## config.mk

```make
export PLATFORM = sky130hd
export DESIGN_NAME = fft_out_serializer
export DESIGN_NICKNAME = d
export VERILOG_FILES = /design/src/rtl/fft_out_serializer.sv
export SDC_FILE = /design/constraint.sdc
export NUM_CORES = 1
export LEC_CHECK = 0
export CORE_MARGIN = 2
export CORE_UTILIZATION = 44
export CTS_CLUSTER_SIZE = 14
export DETAILED_ROUTE_END_ITERATION = 10
export PLACE_DENSITY = 0.85
export SETUP_SLACK_MARGIN = 0.1
export SLEW_MARGIN = 10
export SYNTH_ARGS = -nofsm -noshare
export SYNTH_HDL_FRONTEND = slang
export SYNTH_SLANG_ARGS = --single-unit
```

## constraint.sdc

```tcl
create_clock -name clk -period 1.7 [get_ports clk]
set_input_delay 0.17 -clock clk [delete_from_list [all_inputs] [get_ports clk]]
set_output_delay 0.17 -clock clk [all_outputs]
set_load 0.03 [all_outputs]
```

## src/rtl/fft_out_serializer.sv

```systemverilog
// Converts a parallel FFT frame in bit-reversed order into a natural-order sample stream.
// A one-frame buffer is reloaded on the last-sample handshake, so back-to-back frames stream without gaps.
module fft_out_serializer #(
    parameter int unsigned N            = 4,
    parameter int unsigned SAMPLE_WIDTH = 16
) (
    input  logic                             clk,
    input  logic                             arst_n,
    input  logic [N-1:0][SAMPLE_WIDTH-1:0]   frame_in,
    input  logic                             frame_valid_in,
    output logic                             frame_ready_out,
    output logic [SAMPLE_WIDTH-1:0]          sample_out,
    output logic                             sample_valid_out,
    input  logic                             sample_ready_in,
    output logic [$clog2(N)-1:0]             sample_index_out,
    output logic                             sample_last_out
);

    localparam int unsigned IdxW = $clog2(N);
    localparam logic [IdxW-1:0] LastIdx = IdxW'(N - 1);

    localparam logic [0:0] IDLE   = 1'b0;
    localparam logic [0:0] STREAM = 1'b1;

    function automatic int unsigned bit_rev(input int unsigned k);
        int unsigned r;
        r = 0;
        for (int b = 0; b < int'(IdxW); b++) begin
            r = r | (((k >> b) & 1) << (int'(IdxW) - 1 - b));
        end
        return r;
    endfunction

    logic [0:0]                          state_q, state_d;
    logic [IdxW-1:0]                     idx_q, idx_d;
    logic [N-1:0][SAMPLE_WIDTH-1:0]      buf_q;
    logic [N-1:0][SAMPLE_WIDTH-1:0]      frame_nat;
    logic                                streaming;
    logic                                is_last;
    logic                                sample_hs;
    logic                                frame_hs;

    // Reorder the incoming frame so buffer slot k holds natural bin k.
    for (genvar k = 0; k < N; k++) begin : g_reorder
        localparam int unsigned Rev = bit_rev(k);
        assign frame_nat[k] = frame_in[Rev];
    end

    assign streaming = (state_q == STREAM);
    assign is_last   = streaming && (idx_q == LastIdx);
    assign sample_hs = streaming && sample_ready_in;
    assign frame_ready_out = !streaming || (sample_hs && is_last);
    assign frame_hs  = frame_valid_in && frame_ready_out;

    always_comb begin
        state_d = state_q;
        idx_d   = idx_q;
        if (frame_hs) begin
            state_d = STREAM;
            idx_d   = '0;
        end else if (sample_hs) begin
            if (is_last) begin
                state_d = IDLE;
                idx_d   = '0;
            end else begin
                idx_d = idx_q + IdxW'(1);
            end
        end
    end

    always_ff @(posedge clk or negedge arst_n) begin
        if (!arst_n) begin
            state_q <= IDLE;
            idx_q   <= '0;
            buf_q   <= '0;
        end else begin
            state_q <= state_d;
            idx_q   <= idx_d;
            if (frame_hs) begin
                buf_q <= frame_nat;
            end
        end
    end

    assign sample_valid_out = streaming;
    assign sample_out       = streaming ? buf_q[idx_q] : '0;
    assign sample_index_out = idx_q;
    assign sample_last_out  = is_last;

endmodule

```

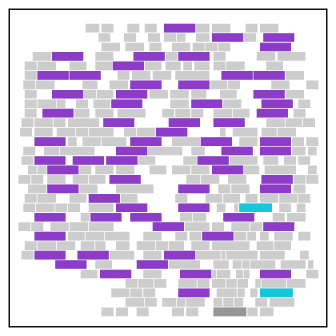
Run 1: sequential cells coloured by netlist name
Other sequential cells in the stronger grey, the rest of the logic in the fainter grey.
| colour | name in the netlist | placed flops |
|---|---|---|
| purple | buf_q | 64 |
| cyan | sample_index_out | 2 |
not coloured: 1

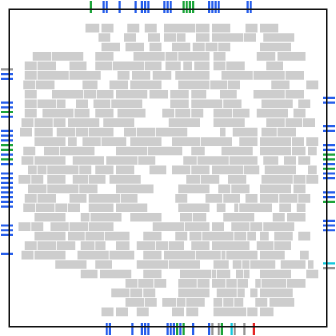
Run 1: pin placement
Pins as bars across the die edge, other pins in grey.
| colour | port | pins | direction | edge |
|---|---|---|---|---|
| red | sample_last_out | 1 | output | bottom |
| green | sample_out | 16 | output | 5 top, 4 left, 4 right, 3 bottom |
| blue | frame_in | 64 | input | 22 left, 16 top, 14 right, 12 bottom |
| cyan | sample_index_out | 2 | output | 1 bottom, 1 right |
all pins by edge: 27 left, 21 bottom, 21 top, 20 right

==> impl_metrics.env, run 1 <==
# yosys + openroad results
export IMPL_use_met2_pct=32.15
export IMPL_place_congestion=0.7305
export IMPL_violations="negative setup slack"
export IMPL_synthArstFlopShare_pct=100.0
export IMPL_max_freq_ghz=0.5583
export IMPL_nFillCells=510
export IMPL_postSynthSeqShare_pct=50.49
export IMPL_routed_via_density=5.033
export IMPL_p_int_mw=6.663
export IMPL_ioPinCount=89
export IMPL_critical_path_top_delay_family="flip-flops"
export IMPL_antennaDiodeCount=0
export IMPL_setup_viol=13
export IMPL_whs_ps=363.1
export IMPL_final_common_cell="clkdlybuf4s50_1"
export IMPL_ys_warnings_count=0
export IMPL_postCtsSetupBuffers=8
export IMPL_outcome="finished, violations left"
export IMPL_fin_nets=391
export IMPL_synthDistinctLibCells=19
export IMPL_cts_root_buf="clkbuf_8"
export IMPL_initialDrtViolationCount=73
export IMPL_total_power_mw=10.50
export IMPL_core_um2=7292
export IMPL_clk_path_buf_depth=2
export IMPL_max_cap_violations=0
export IMPL_setup_tns_ps=-499.4
export IMPL_p_comb_mw=5.99
export IMPL_p_comb_share_pct=57.1
export IMPL_cts_sinks=67
export IMPL_period_minus_slack_ps=1791
export IMPL_reg2reg_slack_ps=10
export IMPL_slowest_stage="dfrtp_2"
export IMPL_power_density_nw_per_um2=2056
export IMPL_setup_worst_path_end_class="output port"
export IMPL_totalWireLength_mm=7.951
export IMPL_critical_path_class="flip-flop to output port"
export IMPL_setup_ws_ps=-91.11
export IMPL_numSynthFlops=67
export IMPL_min_path_type="primary input to async pin"
export IMPL_edf_count=0
export IMPL_layout_drive_gt1_share_pct=51.07
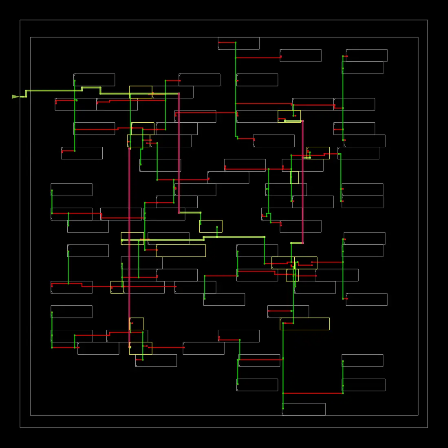
Run 1: the clock network
seq_cells: 67
Late-Pin Clk Latency: 340 ps
clock-net power: 1.48 mW
clock buf count: 10

## run 1: cell families (layout without fill, tap and decap cells)
kind of cell | Yosys count | after routing | share of synthesized area (%)
compound gates | 21 | 21 | 4.183
fa+ha+maj | 1 | 1 | 0.3767
buf+inv | 14 | 133 | 4.710
flops | 67 | 67 | 50.49
mux | 96 | 96 | 38.13
simple gates | 9 | 9 | 2.110
## run 1: cell type report
class	instances	area, µm²	share of cell area (%)
Clock buffer	10	137.6	2.695
Timing Repair Buffer	116	1341	26.27
Inverter	1	3.754	0.07351
Sequential cell	67	1680	32.91
Tap cell	99	123.9	2.426
Multi-Input combinational cell	127	1730	33.89
Clock inverter	6	88.84	1.740
## run 1: state kept, by name (all words and copies together) (netlist names)
register	count
buf_q	64
sample_index_out	2
sample_valid_out	1
Run 1, clock wires, drivers and flops:
The bar under the picture is 20 µm long.
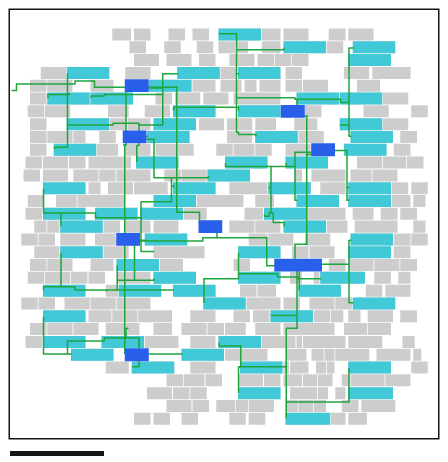

--- run 2 (diff from run 1) ---
--- a/config.mk
+++ b/config.mk
@@ -6,10 +6,11 @@
 export NUM_CORES = 1
 export LEC_CHECK = 0
 export CORE_MARGIN = 2
-export CORE_UTILIZATION = 44
+export CORE_UTILIZATION = 54
 export CTS_CLUSTER_SIZE = 14
 export DETAILED_ROUTE_END_ITERATION = 10
-export PLACE_DENSITY = 0.85
+export DONT_BUFFER_PORTS = 1
+export PLACE_DENSITY = 0.8
 export SETUP_SLACK_MARGIN = 0.1
 export SLEW_MARGIN = 10
 export SYNTH_ARGS = -nofsm -noshare
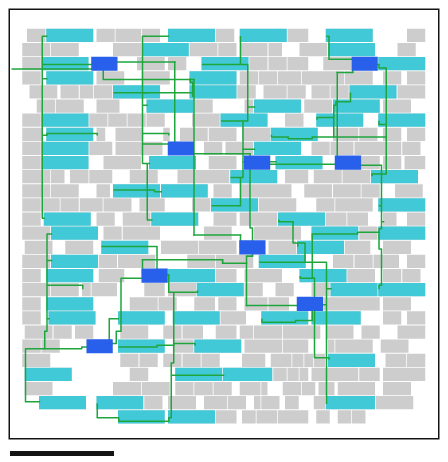
Run 2: clock wires, drivers and flops
The bar under the picture is 20 µm long.
[blue] clock-net drivers | count: 9
[green] clock wires | length: 868 µm
[cyan] flip-flops | count: 67
routed clock nets: 10

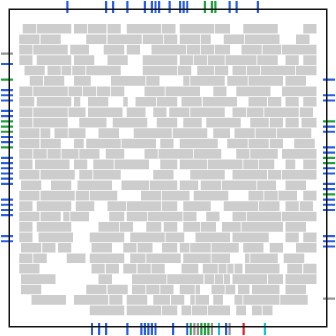
Run 2: pin placement
Pins as bars across the die edge, other pins in grey.
tally of buffers added on design ports: 0
Die Ht: 82.42 µm
die x size: 82.42 µm

==> run 2 against run 1 <==
  * Clock skew shrank 4.4 ps
  * Sequential share of layout area rose by 1.4 points
  * Critical path depth up 1
  * Global-route usage is 5.8 points higher
  * Highest routed layer unchanged
  * The run ends with negative hold slack, negative setup slack left
  * Worst hold slack lost 850 ps
==> impl_metrics.env, run 2 <==
# yosys + openroad results
export IMPL_logic_area_um2=1729
export IMPL_setup_ws_ps=-107.1
export IMPL_seq_share_pct=34.31
export IMPL_largest_register="buf_q"
export IMPL_fin_nets=381
export IMPL_use_met2_pct=43.71
export IMPL_outcome="finished, violations left"
export IMPL_antennaDiodeCount=0
export IMPL_min_path_type="primary input to async pin"
export IMPL_ys_warnings_count=0
export IMPL_logic_gates=129
export IMPL_postSynthSeqShare_pct=50.49
export IMPL_seq_area_um2=1680
export IMPL_whs_ps=-484.4
export IMPL_synthDistinctLibCells=19
export IMPL_violations="negative hold slack, negative setup slack"
export IMPL_core_um2=5921
export IMPL_ioPinCount=89
export IMPL_synthArstFlopShare_pct=100.0
export IMPL_clk_path_buf_depth=2
export IMPL_initialDrtViolationCount=51
export IMPL_critical_path_class="flip-flop to output port"
export IMPL_nFillCells=299
export IMPL_flops=67
export IMPL_power_density_nw_per_um2=2095
export IMPL_totalWireLength_mm=8.431
export IMPL_layout_drive_gt1_share_pct=48.58
export IMPL_hold_violations=67
export IMPL_numSynthFlops=67
export IMPL_final_common_cell="dlygate4sd3_1"
export IMPL_largest_reg_flops=64
export IMPL_clock_latency_ps=340
export IMPL_cts_root_buf="clkbuf_8"
export IMPL_total_power_mw=10.26
export IMPL_setup_viol=55
export IMPL_n_clock_buffer=11
export IMPL_postCtsSetupBuffers=6
export IMPL_period_minus_slack_ps=1807
export IMPL_max_freq_ghz=0.5534
export IMPL_setup_tns_ps=-1445
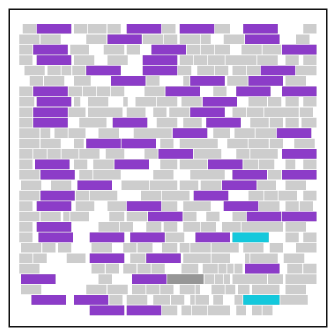
Run 2: sequential cells coloured by netlist name
Other sequential cells in the stronger grey, the rest of the logic in the fainter grey.
| colour | name in the netlist | placed flops |
|---|---|---|
| purple | buf_q | 64 |
| cyan | sample_index_out | 2 |
not coloured: 1

run 2: cell counts after synthesis:
No cell type changed its count.
run 2: power breakdown:
part | total, mW | switching, mW | internal, mW
combinational | 5.98 | 2.71 | 3.27
clock | 1.31 | 0.599 | 0.710
sequential | 2.97 | 0.562 | 2.41
run 2: logic make-up (layout without fill, tap and decap cells):
kind of cell / after synthesis / count (layout) / share of synthesized area (%)
buffers and inverters: 14 / 121 / 4.710
AND-OR/OR-AND: 21 / 21 / 4.183
flip-flops: 67 / 67 / 50.49
multiplexers: 96 / 96 / 38.13
adder cells (fa/ha/maj): 1 / 1 / 0.3767
AND/OR/NAND/NOR: 9 / 11 / 2.110
run 2: critical path, stage by stage, from the launching register on:
cell and delay, ps:
dfrtp_2 440, buf_6 150, buf_16 150, mux2i_4 190
o22ai_2 200, buf_6 160
Power and IR drop assume default switching activity.
